[src/rtl/mdu_pkg.sv]
// Shared definitions for the multi-cycle multiply/divide unit.
package mdu_pkg;

  typedef enum logic [1:0] {
    StIdle,
    StRun,
    StFinish
  } state_e;

  localparam int unsigned MDU_ITERS = 8;

  // Operation encoding as {op_div, op_signed}
  localparam logic [1:0] OP_MULTU = 2'b00;
  localparam logic [1:0] OP_MULT  = 2'b01;
  localparam logic [1:0] OP_DIVU  = 2'b10;
  localparam logic [1:0] OP_DIV   = 2'b11;

endpackage

[src/rtl/mdu_step.sv]
// One iteration of the magnitude datapath: shift-add multiply or restoring divide.
module mdu_step #(
  parameter int unsigned W = 8
) (
  input  logic         i_div,
  input  logic [W-1:0] i_m,
  input  logic [W-1:0] i_rem,
  input  logic [W-1:0] i_q,
  output logic [W-1:0] o_rem,
  output logic [W-1:0] o_q
);

  logic [W:0]   w_sum;
  logic [W:0]   w_shift;
  logic [W-1:0] w_diff;

  always_comb begin
    w_sum   = {1'b0, i_rem} + (i_q[0] ? {1'b0, i_m} : '0);
    w_shift = {i_rem, i_q[W-1]};
    // Only used when w_shift >= i_m, so the result always fits in W bits
    w_diff  = w_shift[W-1:0] - i_m;
    o_rem   = '0;
    o_q     = '0;
    if (i_div) begin
      if (w_shift >= {1'b0, i_m}) begin
        o_rem = w_diff;
        o_q   = {i_q[W-2:0], 1'b1};
      end else begin
        o_rem = w_shift[W-1:0];
        o_q   = {i_q[W-2:0], 1'b0};
      end
    end else begin
      // {rem, q} acts as one right-shifting accumulator/multiplier register
      o_rem = w_sum[W:1];
      o_q   = {w_sum[0], i_q[W-1:1]};
    end
  end

endmodule

[src/rtl/mul_div_unit.sv]
// Multi-cycle 8-bit MULT/MULTU/DIV/DIVU unit with HI/LO result registers.
module mul_div_unit
  import mdu_pkg::*;
#(
  parameter int unsigned WIDTH = 8
) (
  input  logic             i_clk,
  input  logic             i_rst_n,
  input  logic             i_start,
  input  logic             i_op_div,
  input  logic             i_op_signed,
  input  logic [WIDTH-1:0] i_a,
  input  logic [WIDTH-1:0] i_b,
  output logic [WIDTH-1:0] o_hi,
  output logic [WIDTH-1:0] o_lo,
  output logic             o_busy,
  output logic             o_done,
  output logic             o_div_by_zero
);

  localparam int unsigned     CntW    = $clog2(MDU_ITERS);
  localparam logic [CntW-1:0] CntInit = CntW'(MDU_ITERS - 1);

  state_e             r_state;
  state_e             w_state_d;
  logic [CntW-1:0]    r_cnt;
  logic               r_div;
  logic               r_neg_q;
  logic               r_neg_r;
  logic               r_dbz_pend;
  logic [WIDTH-1:0]   r_a;
  logic [WIDTH-1:0]   r_m;
  logic [WIDTH-1:0]   r_rem;
  logic [WIDTH-1:0]   r_q;
  logic [WIDTH-1:0]   r_hi;
  logic [WIDTH-1:0]   r_lo;
  logic               r_done;
  logic               r_dbz;

  logic [1:0]         w_op;
  logic               w_is_div;
  logic               w_signed;
  logic               w_a_neg;
  logic               w_b_neg;
  logic [WIDTH-1:0]   w_a_mag;
  logic [WIDTH-1:0]   w_b_mag;
  logic [WIDTH-1:0]   w_rem_nx;
  logic [WIDTH-1:0]   w_q_nx;
  logic [2*WIDTH-1:0] w_prod;
  logic [2*WIDTH-1:0] w_prod_s;
  logic [WIDTH-1:0]   w_quo;
  logic [WIDTH-1:0]   w_rmd;

  always_comb begin
    w_op     = {i_op_div, i_op_signed};
    w_is_div = (w_op == OP_DIVU) || (w_op == OP_DIV);
    w_signed = (w_op == OP_MULT) || (w_op == OP_DIV);
    w_a_neg  = w_signed & i_a[WIDTH-1];
    w_b_neg  = w_signed & i_b[WIDTH-1];
    // -128 negates to 0x80, which is the correct unsigned magnitude
    w_a_mag  = w_a_neg ? -i_a : i_a;
    w_b_mag  = w_b_neg ? -i_b : i_b;
    w_prod   = {r_rem, r_q};
    w_prod_s = r_neg_q ? -w_prod : w_prod;
    w_quo    = r_neg_q ? -r_q : r_q;
    w_rmd    = r_neg_r ? -r_rem : r_rem;
  end

  mdu_step #(
    .W (WIDTH)
  ) u_step (
    .i_div (r_div),
    .i_m   (r_m),
    .i_rem (r_rem),
    .i_q   (r_q),
    .o_rem (w_rem_nx),
    .o_q   (w_q_nx)
  );

  always_comb begin
    w_state_d = r_state;
    unique case (r_state)
      StIdle:   if (i_start) w_state_d = StRun;
      StRun:    if (r_cnt == '0) w_state_d = StFinish;
      StFinish: w_state_d = StIdle;
      default:  w_state_d = StIdle;
    endcase
  end

  always_ff @(posedge i_clk or negedge i_rst_n) begin
    if (!i_rst_n) begin
      r_state <= StIdle;
    end else begin
      r_state <= w_state_d;
    end
  end

  always_ff @(posedge i_clk or negedge i_rst_n) begin
    if (!i_rst_n) begin
      r_cnt      <= '0;
      r_div      <= 1'b0;
      r_neg_q    <= 1'b0;
      r_neg_r    <= 1'b0;
      r_dbz_pend <= 1'b0;
      r_a        <= '0;
      r_m        <= '0;
      r_rem      <= '0;
      r_q        <= '0;
      r_hi       <= '0;
      r_lo       <= '0;
      r_done     <= 1'b0;
      r_dbz      <= 1'b0;
    end else begin
      r_done <= 1'b0;
      unique case (r_state)
        StIdle: begin
          if (i_start) begin
            r_div      <= w_is_div;
            r_neg_q    <= w_a_neg ^ w_b_neg;
            r_neg_r    <= w_a_neg;
            r_dbz_pend <= w_is_div && (i_b == '0);
            r_a        <= i_a;
            // Divide iterates on the dividend in r_q; multiply on the multiplier
            r_m        <= w_is_div ? w_b_mag : w_a_mag;
            r_q        <= w_is_div ? w_a_mag : w_b_mag;
            r_rem      <= '0;
            r_cnt      <= CntInit;
            r_dbz      <= 1'b0;
          end
        end
        StRun: begin
          r_rem <= w_rem_nx;
          r_q   <= w_q_nx;
          r_cnt <= r_cnt - 1'b1;
        end
        StFinish: begin
          r_done <= 1'b1;
          r_dbz  <= r_dbz_pend;
          if (!r_div) begin
            {r_hi, r_lo} <= w_prod_s;
          end else if (r_dbz_pend) begin
            r_hi <= r_a;
            r_lo <= '1;
          end else begin
            r_hi <= w_rmd;
            r_lo <= w_quo;
          end
        end
        default: ;
      endcase
    end
  end

  assign o_hi          = r_hi;
  assign o_lo          = r_lo;
  assign o_busy        = (r_state != StIdle);
  assign o_done        = r_done;
  assign o_div_by_zero = r_dbz;

endmodule

[config.mk]
export PLATFORM = sky130hd
export DESIGN_NAME = mul_div_unit
export DESIGN_NICKNAME = d
export VERILOG_FILES = /design/src/rtl/mdu_pkg.sv /design/src/rtl/mdu_step.sv /design/src/rtl/mul_div_unit.sv
export SDC_FILE = /design/constraint.sdc
export NUM_CORES = 1
export LEC_CHECK = 0
export ABC_AREA = 0
export CAP_MARGIN = 20
export CORE_MARGIN = 2
export CORE_UTILIZATION = 30
export CTS_CLUSTER_DIAMETER = 40
export DETAILED_ROUTE_END_ITERATION = 8
export MAX_ROUTING_LAYER = met4
export PLACE_DENSITY = 0.59
export SETUP_SLACK_MARGIN = 0.2
export SLEW_MARGIN = 10
export SYNTH_ARGS = -nofsm -noshare
export SYNTH_HDL_FRONTEND = slang
export SYNTH_SLANG_ARGS = --single-unit
[constraint.sdc]
create_clock -name i_clk -period 6.56 [get_ports i_clk]
set_input_delay 0.984 -clock i_clk [delete_from_list [all_inputs] [get_ports i_clk]]
set_output_delay 0.984 -clock i_clk [all_outputs]
set_load 0.005 [all_outputs]
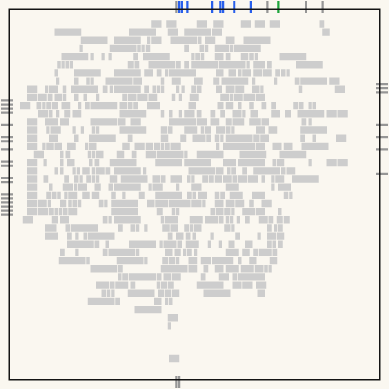
*Pin placement, run 1*
Scale: 3 px per µm. Pins as bars across the die edge, other pins in grey.
legend:
  blue:
    port: `o_lo`
    pins: 8
    direction: output
    edge: top
  green:
    port: `o_done`
    pins: 1
    direction: output
    edge: top
all pins by edge: 18 left, 13 top, 7 right, 2 bottom

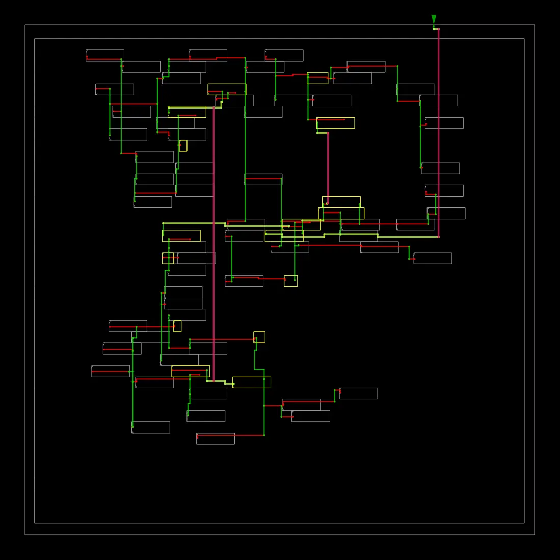
*Clock routing, run 1*
clock sink count: 59
clk latency late pin: 0.33 ns
cts bufs inserted: 9

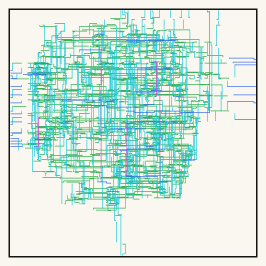
*Signal wires by layer, run 1*
Scale: 2 px per µm.
legend:
  magenta:
    layer: M4
    wire_length: 220 µm
  cyan:
    layer: M2
    wire_length: 5200 µm
  green:
    layer: M1
    wire_length: 5410 µm
  blue:
    layer: M3
    wire_length: 509 µm

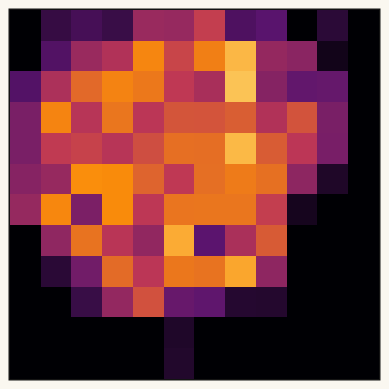
*Local utilization, run 1*
Scale: 3 px per µm. The die is cut into 12 by 12 equal tiles; black is low, pale yellow is high, 0 to 100% covered.
nearly empty tiles: 32%
mean over tiles: 32%
fullest tile: 87%
emptiest ninth of the die: lower right

==> out/results.ini, run 1 <==
[synthesis]
ys_cells=521
synth_warnings=0
synth_area_per_cell_um2=8.15
yosys.area_share.simple=0.181
synth_adder_area_share=0.0742
ys_seq_share=0.348
ys_sh_mux=0.0483
flop_cell=dfrtp_1
top_logic_kind=AND-OR/OR-AND gates
ys_area_um2=4250
synth_flops=59
synth_cell_type_count=51
synthArstFlopShare=1.00
syn_inst=521
xor_share=0.0804
synth_area_um2=4250
edf_count=0
synthAoiAreaFrac=0.212
fp_nets=566

[worst_setup_path]
rrSetupSlack_ns=3.92
cpMaxStageDelayCell=dfrtp_1
path_max_fanout=11
crit_family=AND-OR/OR-AND gates
cp-start-kind=register
r2r-start=r_rem[2]
worstPathRequired_ns=6.77
r2r-end=r_rem[0]
cp.arrival_ns=2.85
slowest_delay_ns=0.63
worst_setup_path_end_kind=register
worstPathCellList=ha_1, a21o_1, a21oi_1, o2111ai_1, nand2_1, mux2i_1, a221o_1
r2r_cells=7
critPathKind=reg2reg
cp_num_buf_inv=0

[routing]
postRouteAntennaNets=0
drtIter0Drc=256
drt-total-wl_mm=11.3
viasPerCell=5.23
vias=3802
first_pass_iters=5
drc=0
wl_per_cell_um=15.6

[clock_network]
post_cts_buffers=0
clock-root-buffer=clkbuf_16
cts_tree=built
clockBufferDepth=2
clk_pin_slew_ns=0.06
cts_resized=0
cts_htree_levels=3
cts_hold_buf=0

[floorplanning]
fp_util=0.307
coreArea_um2=13800
die_h_um=123
dieArea_um2=15100
num_io_pins=40
fp-row-count=43
die_w_um=123

[cells_and_area]
antenna-diode-count=0
drive_above_1_share=0.0548
area_delta_synth_final_pct=19.1
layout_top_cell=nand2_1
nNetsFinal=587
final_cell_mix=nand2_1, dfrtp_1, nor2_1
final_area_um2=5060
finish.utilization=0.366

[hold_path]
worstHoldStart=r_m[3]
min_path_type=reg2reg
hold_end=r_m[3]
holdPathStages=2

[run]
warnings=26
cap_violations=0

[power]
power.share.combinational=0.535
switchingPower_uw=1140
p_clk_frac=0.185
cell_internal_pwr_uw=1470
p_per_area_nw_per_um2=516
power_frac_seq=0.280
power_leakage_uw=0.00218
ir_drop_v=0.000167
swShare=0.436

[final_timing]
slew_headroom=0.422
finalHoldViolations=0
hold_slack_ns=0.479
rsz0062_at_grt=false
timing.final.crit_period_ns=2.64
setup_viol=0
skew_ns=0.0108
drv_slew=0
fin_tns_setup_ns=0
worstMarginPinSlew_ns=0.864
finalClockPeriodUsage=0.403
max_freq_ghz=0.378

[placement]
hpwl_mm=8.33
io_buffer_count=39
dpl-instance-area_um2=4750
gp_congestion=0.911

[grt]
grt_pass1_wl_mm=18.7
antenna_found_initial=0
grt_pass1_vias=3679
grtUsageTotal=0.163
grt_max_degree=60
grt_overflow=0

[run_status]
outcome=completed

run 1: worst reg2reg max path, stage by stage (launching register included):
cell	delay (ns)
dfrtp_1	0.63
ha_1	0.39
a21o_1	0.21
a21oi_1	0.19
o2111ai_1	0.14
nand2_1	0.45
mux2i_1	0.15
a221o_1	0.35
run 1: layout make-up:
cell class / count / area, µm²
Clock buffer: 10 / 239
Clock inverter: 6 / 63.8
Fill cell: 1414 / 8770
Inverter: 28 / 105
Multi-Input combinational cell: 401 / 2530
Sequential cell: 59 / 1480
Tap cell: 180 / 225
Timing Repair Buffer: 43 / 415
run 1: cell usage after synthesis (7+ instances only):
cell type,number,share of area
ha_1,22,0.065
nor2_1,51,0.045
a211oi_1,7,0.012
nor3_1,13,0.015
a21oi_1,42,0.049
mux2i_1,16,0.038
clkbuf_1,28,0.025
a31oi_1,11,0.016
o21ai_0,41,0.048
nand3_1,7,0.0082
dfrtp_1,59,0.35
nand2_1,71,0.063
inv_1,26,0.023
o211ai_1,12,0.021
xnor2_1,19,0.039
nand2b_1,9,0.013
xor2_1,20,0.041
run 1: state kept, by name (all words and copies together), names as in the netlist:
name           cells
r_neg_q            1
r_state            2
r_rem              8
o_done             1
r_neg_r            1
o_div_by_zero      1
r_q                8
r_div              1
r_dbz_pend         1
o_hi               8
r_a                8
o_lo               8
r_cnt              3
r_m                8
run 1: worst max path at each step:
stage | startpoint | endpoint | slack, ns | cells after the start
after floorplan | r_q[7] | r_rem[6] | 4.37 | 10
after global placement | i_op_div | r_dbz_pend | 3.64 | 4
after detailed placement | i_op_div | r_dbz_pend | 3.60 | 4
after CTS | i_op_div | r_dbz_pend | 3.95 | 4
after global routing | r_q[0] | r_rem[6] | 3.74 | 9
final | r_rem[2] | r_rem[0] | 3.92 | 7
run 1: metrics by stage:
| stage | instances | setup slack [ns] | total power (µW) |
|---|---|---|---|
| CTS | 727 | 3.95 | 2620 |
| floorplan | 521 | 4.37 | 1710 |
| global route | 727 | 3.74 | 2840 |
| finish | 727 | 3.92 | 2610 |
| detailed placement | 711 | 3.60 | 2120 |
| global placement | 711 | 3.64 | 2080 |
run 1: layer usage:
layer,wire length [µm],global-route usage,vias up
li1,-,-,1871
met1,5410,0.222,1821
met2,5200,0.248,96
met3,508,0.0240,14
met4,219,0.0575,0
met5,0,-,-
run 1: power groups by stage:
| stage | Combinational [µW] | Sequential [µW] | Clock (µW) |
|---|---|---|---|
| after floorplan | 1080 | 626 | 0 |
| after global placement | 1360 | 728 | 0 |
| after detailed placement | 1390 | 734 | 0 |
| after CTS | 1400 | 728 | 491 |
| after global routing | 1570 | 756 | 508 |
| final | 1400 | 730 | 483 |
run 1: logic make-up (layout without fill, tap and decap cells):
group           count (synthesis)  in the layout
flops                          59             59
compound gates                146            146
fa+ha+maj                      24             24
xor+xnor                       39             39
buf+inv                        61             87
simple gates                  172            172
mux                            20             20
--- run 2 (diff from run 1) ---
Settings changed: PLACE_DENSITY 0.59 to 0.61.
Clock period 6.56 ns to 2.4 ns, I/O delays scaled along.
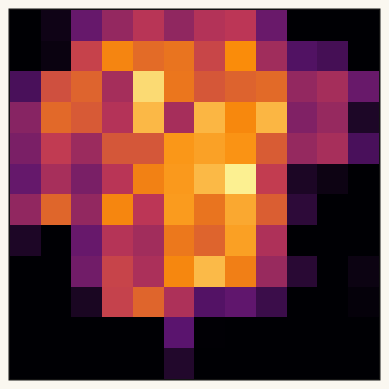
*Local utilization, run 2*
Scale: 3 px per µm. The die is cut into 12 by 12 equal tiles; black is low, pale yellow is high, 0 to 100% covered.
densest ninth of the die: centre
fullest tile: 97%
emptiest ninth of the die: lower right
mean over tiles: 34%
nearly empty tiles: 30%
tiles over 75% full: 10%
CORE AREA: 13800 µm²
FP Util: 0.307
Final Util: 0.388

==> out/results.ini, run 2 <==
[final_timing]
finalHoldViolations=0
fin_tns_setup_ns=0
slew_headroom=0.446
hold_slack_ns=0.0693
worstMarginPinSlew_ns=0.830
setup_ws_ns=0.246
setup_viol=0
skew_ns=0.00719
rsz0062_at_grt=true
max_freq_ghz=0.464
drv_slew=0
timing.final.crit_period_ns=2.15
finalClockPeriodUsage=0.898

[grt]
grtUsageTotal=0.162
grt_pass1_vias=3607
grt_pass1_wl_mm=18.5
grt_overflow=0
antenna_found_initial=0
grt_max_degree=44

[routing]
postRouteAntennaNets=0
drtIter0Drc=270
drt-total-wl_mm=11.7
wl_per_cell_um=15.4
vias=3934
viasPerCell=5.20
first_pass_iters=5
drc=0

[worst_setup_path]
cpMaxStageDelayCell=dfrtp_1
rrSetupSlack_ns=0.25
cp_num_buf_inv=1
slowest_delay_ns=0.40
cp-start-kind=register
path_max_fanout=4
crit_family=AND-OR/OR-AND gates
critPathKind=reg2reg
worst_setup_path_end_kind=register
worstPathRequired_ns=2.62
cp.arrival_ns=2.37
worstPathCellList=nand2_1, inv_1, ha_1, a211oi_2, o21bai_1, a211oi_1, nor3_1, xor2_1, a211o_1

[cells_and_area]
final_cell_mix=nand2_1, dfrtp_1, nor2_1
antenna-diode-count=0
area_delta_synth_final_pct=26.3
nNetsFinal=616
layout_top_cell=nand2_1
fillCellCount=1386
layoutNonFillerInstCount=756
drive_above_1_share=0.137

[synthesis]
top_cell=nand2_1
synthArstFlopShare=1.00
synth_flops=59
ys_seq_share=0.348
synth_cell_type_count=51
synth_area_per_cell_um2=8.15
flop_cell=dfrtp_1
synth_area_um2=4250
yosysTopAreaCell=dfrtp_1
ys_cells=521
fp_nets=566
edf_count=0
synth_warnings=0
area_leaders=dfrtp_1, ha_1, nand2_1
synth.top_cell.area_share=0.348
syn_inst=521
ys_area_um2=4250
synth.top_cells.by_count=nand2_1, dfrtp_1, nor2_1, a21oi_1, o21ai_0

[placement]
hpwl_mm=8.72
dp.cells=729
dp_slack_ns=0.112
gp_congestion=0.920

[clock_network]
clock-root-buffer=clkbuf_16
cts_hold_buf=0
cts_htree_levels=3
numCtsBuffers=9
clk_pin_slew_ns=0.06
cts_tree=built
cts_sinks=59
clock_latency_ns=0.33
clockBufferDepth=2

[hold_path]
min_path_type=in2async

[power]
p_per_area_nw_per_um2=1430
ir_drop_v=0.000512
power_leakage_uw=0.00234

[run]
warnings=28
cap_violations=0

[run_status]
outcome=completed

[floorplanning]
num_io_pins=40
dieArea_um2=15100
fp-row-count=43

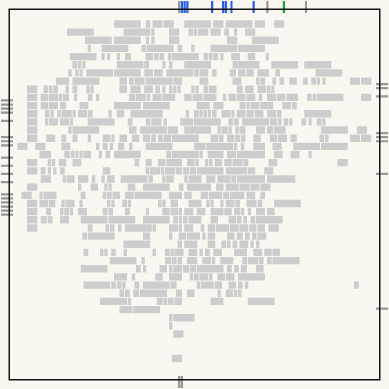
*Pin placement, run 2*
Scale: 3 px per µm. Pins as bars across the die edge, other pins in grey.
die width: 123 µm
port buffer count: 39

## run 2: cell counts after synthesis
No cell type changed its count.
## run 2: path summary, 6_finish.rpt
check,start,to,cells past startpoint
worst min-delay path,i_rst_n,r_rem[3],1
max in group asynchronous,i_rst_n,o_div_by_zero,2
worst max-delay path,r_q[0],r_rem[6],9
min in group i_clk,r_a[2],r_a[2],2
worst max register to register,r_q[0],r_rem[6],9
worst min register to register,r_a[2],r_a[2],2
## run 2: area by class of cell
cell class	instances	area, µm²	share of cell area
inverters	28	105	0.0196
clock buffers	9	225	0.0420
multi-input cells	401	2600	0.485
clock inverters	7	81.3	0.0152
well taps	180	225	0.0420
repair buffers	72	646	0.120
flip-flops and latches	59	1480	0.276
## run 2: cell families after synthesis
family,count (synthesis),share of synthesized area
DFF,59,0.348
AOI/OAI and AO/OA,146,0.212
adders and majority gates,24,0.0742
muxes,20,0.0483
and+or+nand+nor,172,0.181
xor gates and xnor gates,39,0.0804
buffers and inverters,61,0.0560
## run 2: metrics by stage
stage,total power (µW),cell area (µm²),utilization
6_report,7680,5360,0.388
5_1_grt,8260,5360,0.388
4_1_cts,7440,5250,0.380
3_5_place_dp,6000,4900,0.355
3_3_place_gp,5910,4900,0.355
2_1_floorplan,4670,4250,-
## run 2: timing repair
action                     in CTS  in global routing
resized                         6                 16
buffers inserted                3                  8
pin swaps                       0                  8
setup endpoints to repair       9                 11
hold endpoints to repair        0                  0
## run 2: where the power goes
| part | leakage [µW] | internal, µW | total, µW | switching, µW |
|---|---|---|---|---|
| sequential | 0.000717 | 1450 | 1980 | 522 |
| clock | 0.000147 | 820 | 1350 | 532 |
| combinational | 0.00148 | 2090 | 4350 | 2260 |
| total | 0.00234 | 4360 | 7680 | 3310 |
## run 2: metal layers
| metal | up-vias | part of all wire | global-route usage |
|---|---|---|---|
| met5 | - | 0 | - |
| met4 | 0 | 0.014 | 0.0440 |
| met3 | 14 | 0.043 | 0.0277 |
| met2 | 109 | 0.46 | 0.244 |
| met1 | 1896 | 0.48 | 0.226 |
| li1 | 1915 | - | - |
--- run 3 (diff from run 2) ---
Settings changed: CELL_PAD_IN_SITES_DETAIL_PLACEMENT from default to 0, CELL_PAD_IN_SITES_GLOBAL_PLACEMENT from default to 1, CORE_UTILIZATION 30 to 39, PLACE_DENSITY 0.61 to 0.88.
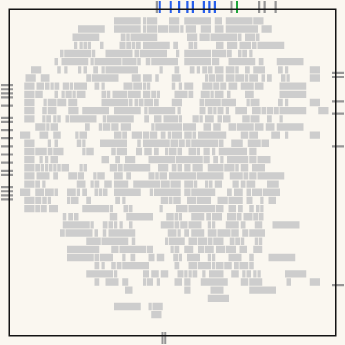
*Pin placement, run 3*
Scale: 3 px per µm. Pins as bars across the die edge, other pins in grey.
legend:
  green:
    port: `o_done`
    pins: 1
    direction: output
    edge: top
  blue:
    port: `o_lo`
    pins: 8
    direction: output
    edge: top
all pins by edge: 18 left, 14 top, 6 right, 2 bottom
Die H: 108 µm
die width: 108 µm

==> out/results.ini, run 3 <==
[final_timing]
skew_ns=0.0132
drv_slew=0
rsz0062_at_grt=true
setup_viol=0
timing.final.crit_period_ns=2.19
slew_headroom=0.516
fin_tns_setup_ns=0
max_freq_ghz=0.456
worstMarginPinSlew_ns=0.725
finalClockPeriodUsage=0.914

[cells_and_area]
final_cell_mix=nand2_1, dfrtp_1, nor2_1
antenna-diode-count=0
drive_above_1_share=0.141
nNetsFinal=614
fillCellCount=1039
layout_top_cell=nand2_1
finish.utilization=0.494
area_delta_synth_final_pct=25.0

[placement]
hpwl_mm=8.30
io_buffer_count=39
dp_slack_ns=0.0997
gp_congestion=0.923

[worst_setup_path]
path_max_fanout=4
r2r_cells=9
rrSetupSlack_ns=0.21
critPathKind=reg2reg
cp.arrival_ns=2.45
r2r-start=r_q[0]
worst_setup_path_end_kind=register
cp-start-kind=register
worstPathRequired_ns=2.65
r2r-end=r_rem[6]

[synthesis]
synth_warnings=0
synth.top_cell.area_share=0.348
synth_area_um2=4250
top_cell=nand2_1
synth_area_per_cell_um2=8.15
area_leaders=dfrtp_1, ha_1, nand2_1
synthArstFlopShare=1.00
yosysTopAreaCell=dfrtp_1
flop_cell=dfrtp_1
ys_area_um2=4250
synth.top_cells.by_count=nand2_1, dfrtp_1, nor2_1, a21oi_1, o21ai_0
syn_inst=521

[routing]
top_layer=met4
wl_met1_mm=5.32
dr_wl_met2_mm=5.44
viasPerCell=5.46
postRouteAntennaNets=0
routed-wl-met3_um=607
drc=0

[hold_path]
hold_end=o_hi[6]
min_path_type=reg2reg
worstHoldStart=o_hi[6]
holdPathStages=2

[run]
cap_violations=0
warnings=28

[clock_network]
cts_tree=built
numCtsBuffers=9
cts_sinks=59
clock_latency_ns=0.36
clockBufferDepth=2
clock-root-buffer=clkbuf_8

[floorplanning]
fp_util=0.395
fp-row-count=38
dieArea_um2=11700
coreArea_um2=10700
num_io_pins=40

[grt]
grt_max_degree=60
grt_pass1_vias=3688
antenna_found_initial=0
grt_pass1_wl_mm=18.4

[power]
power_leakage_uw=0.00232
p_per_area_nw_per_um2=1430
ir_drop_v=0.000501

[run_status]
outcome=completed

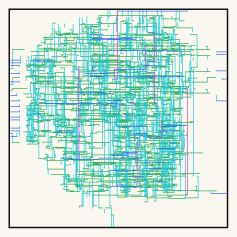
*Signal wires by layer, run 3*
Scale: 2 px per µm.
overall fraction of global-route tracks in use: 0.208
Avg WL per Cell: 16.2 µm
Via Count: 3895
Routed Wire Length: 11.6 mm

[run 3: cell types whose count changed in the layout (fill, tap and decap cells not counted), moves of 2 or more]
cell       delta
clkbuf_16     -9
clkbuf_8      +9
buf_4         -4
inv_6         -3
bufinv_16     +2
ha_1          -2
ha_4          +2
o21ai_1       +2
[run 3: layout make-up]
type / instances / area (µm²) / area share
Clock inverter: 7 / 124 / 0.0233
Tap cell: 140 / 175 / 0.0330
Inverter: 28 / 105 / 0.0198
Clock buffer: 9 / 124 / 0.0233
Sequential cell: 59 / 1480 / 0.279
Timing Repair Buffer: 70 / 646 / 0.122
Multi-Input combinational cell: 401 / 2650 / 0.500
[run 3: where the power goes]
group	switching [µW]	total (µW)	internal (µW)
clock	460	1160	696
combinational	2380	4530	2150
sequential	466	1920	1450
total	3300	7610	4300
[run 3: what timing repair did]
action	in CTS	in global routing
hold buffers	1	0
hold endpoints to repair	5	0
endpoints found under the setup margin	5	13
resized	6	23
pin swaps	0	10
setup buffers	2	4
[run 3: routing by layer]
metal / up-vias / GRT usage
met3: 22 / 0.0356
li1: 1916 / -
met1: 1833 / 0.280
met5: - / -
met4: 0 / 0.0769
met2: 124 / 0.315
[run 3: logic make-up after synthesis]
logic type / synth area share
simple gates: 0.181
compound gates: 0.212
buf+inv: 0.0560
flops: 0.348
xor+xnor: 0.0804
fa+ha+maj: 0.0742
mux: 0.0483
[run 3: metrics by stage]
| stage | cells | hold WS, ns | power (µW) | area (µm²) |
|---|---|---|---|---|
| after CTS | 710 | 0.488 | 7220 | 5170 |
| after global placement | 691 | 0.391 | 5880 | 4870 |
| after floorplan | 521 | 0.0644 | 4670 | 4250 |
| after global routing | 714 | 0.506 | 8210 | 5310 |
| after detailed placement | 691 | 0.395 | 5960 | 4870 |
| final | 714 | 0.478 | 7610 | 5310 |
[run 3: worst max-delay path: stages, from the launching register on]
cell and delay, ns:
dfrtp_1 0.43, inv_2 0.10, nor2_1 0.06, ha_1 0.35, o21ai_1 0.23, o21bai_2 0.13
a211oi_2 0.25, nor3_1 0.09, xor2_1 0.15, a211o_1 0.30
[run 3: how the worst max path moves through the flow]
stage / cells after the start / slack (ns) / to / startpoint
3_3_place_gp: 10 / 0.18 / r_rem[6] / r_q[7]
6_report: 9 / 0.21 / r_rem[6] / r_q[0]
3_5_place_dp: 9 / 0.1 / r_rem[6] / r_q[0]
4_1_cts: 9 / 0.19 / r_rem[6] / r_q[0]
2_1_floorplan: 10 / 0.21 / r_rem[6] / r_q[7]
5_1_grt: 8 / 0.10 / o_hi[6] / r_rem[0]
Power figures rest on the tool's default switching activity, not on a simulated workload.
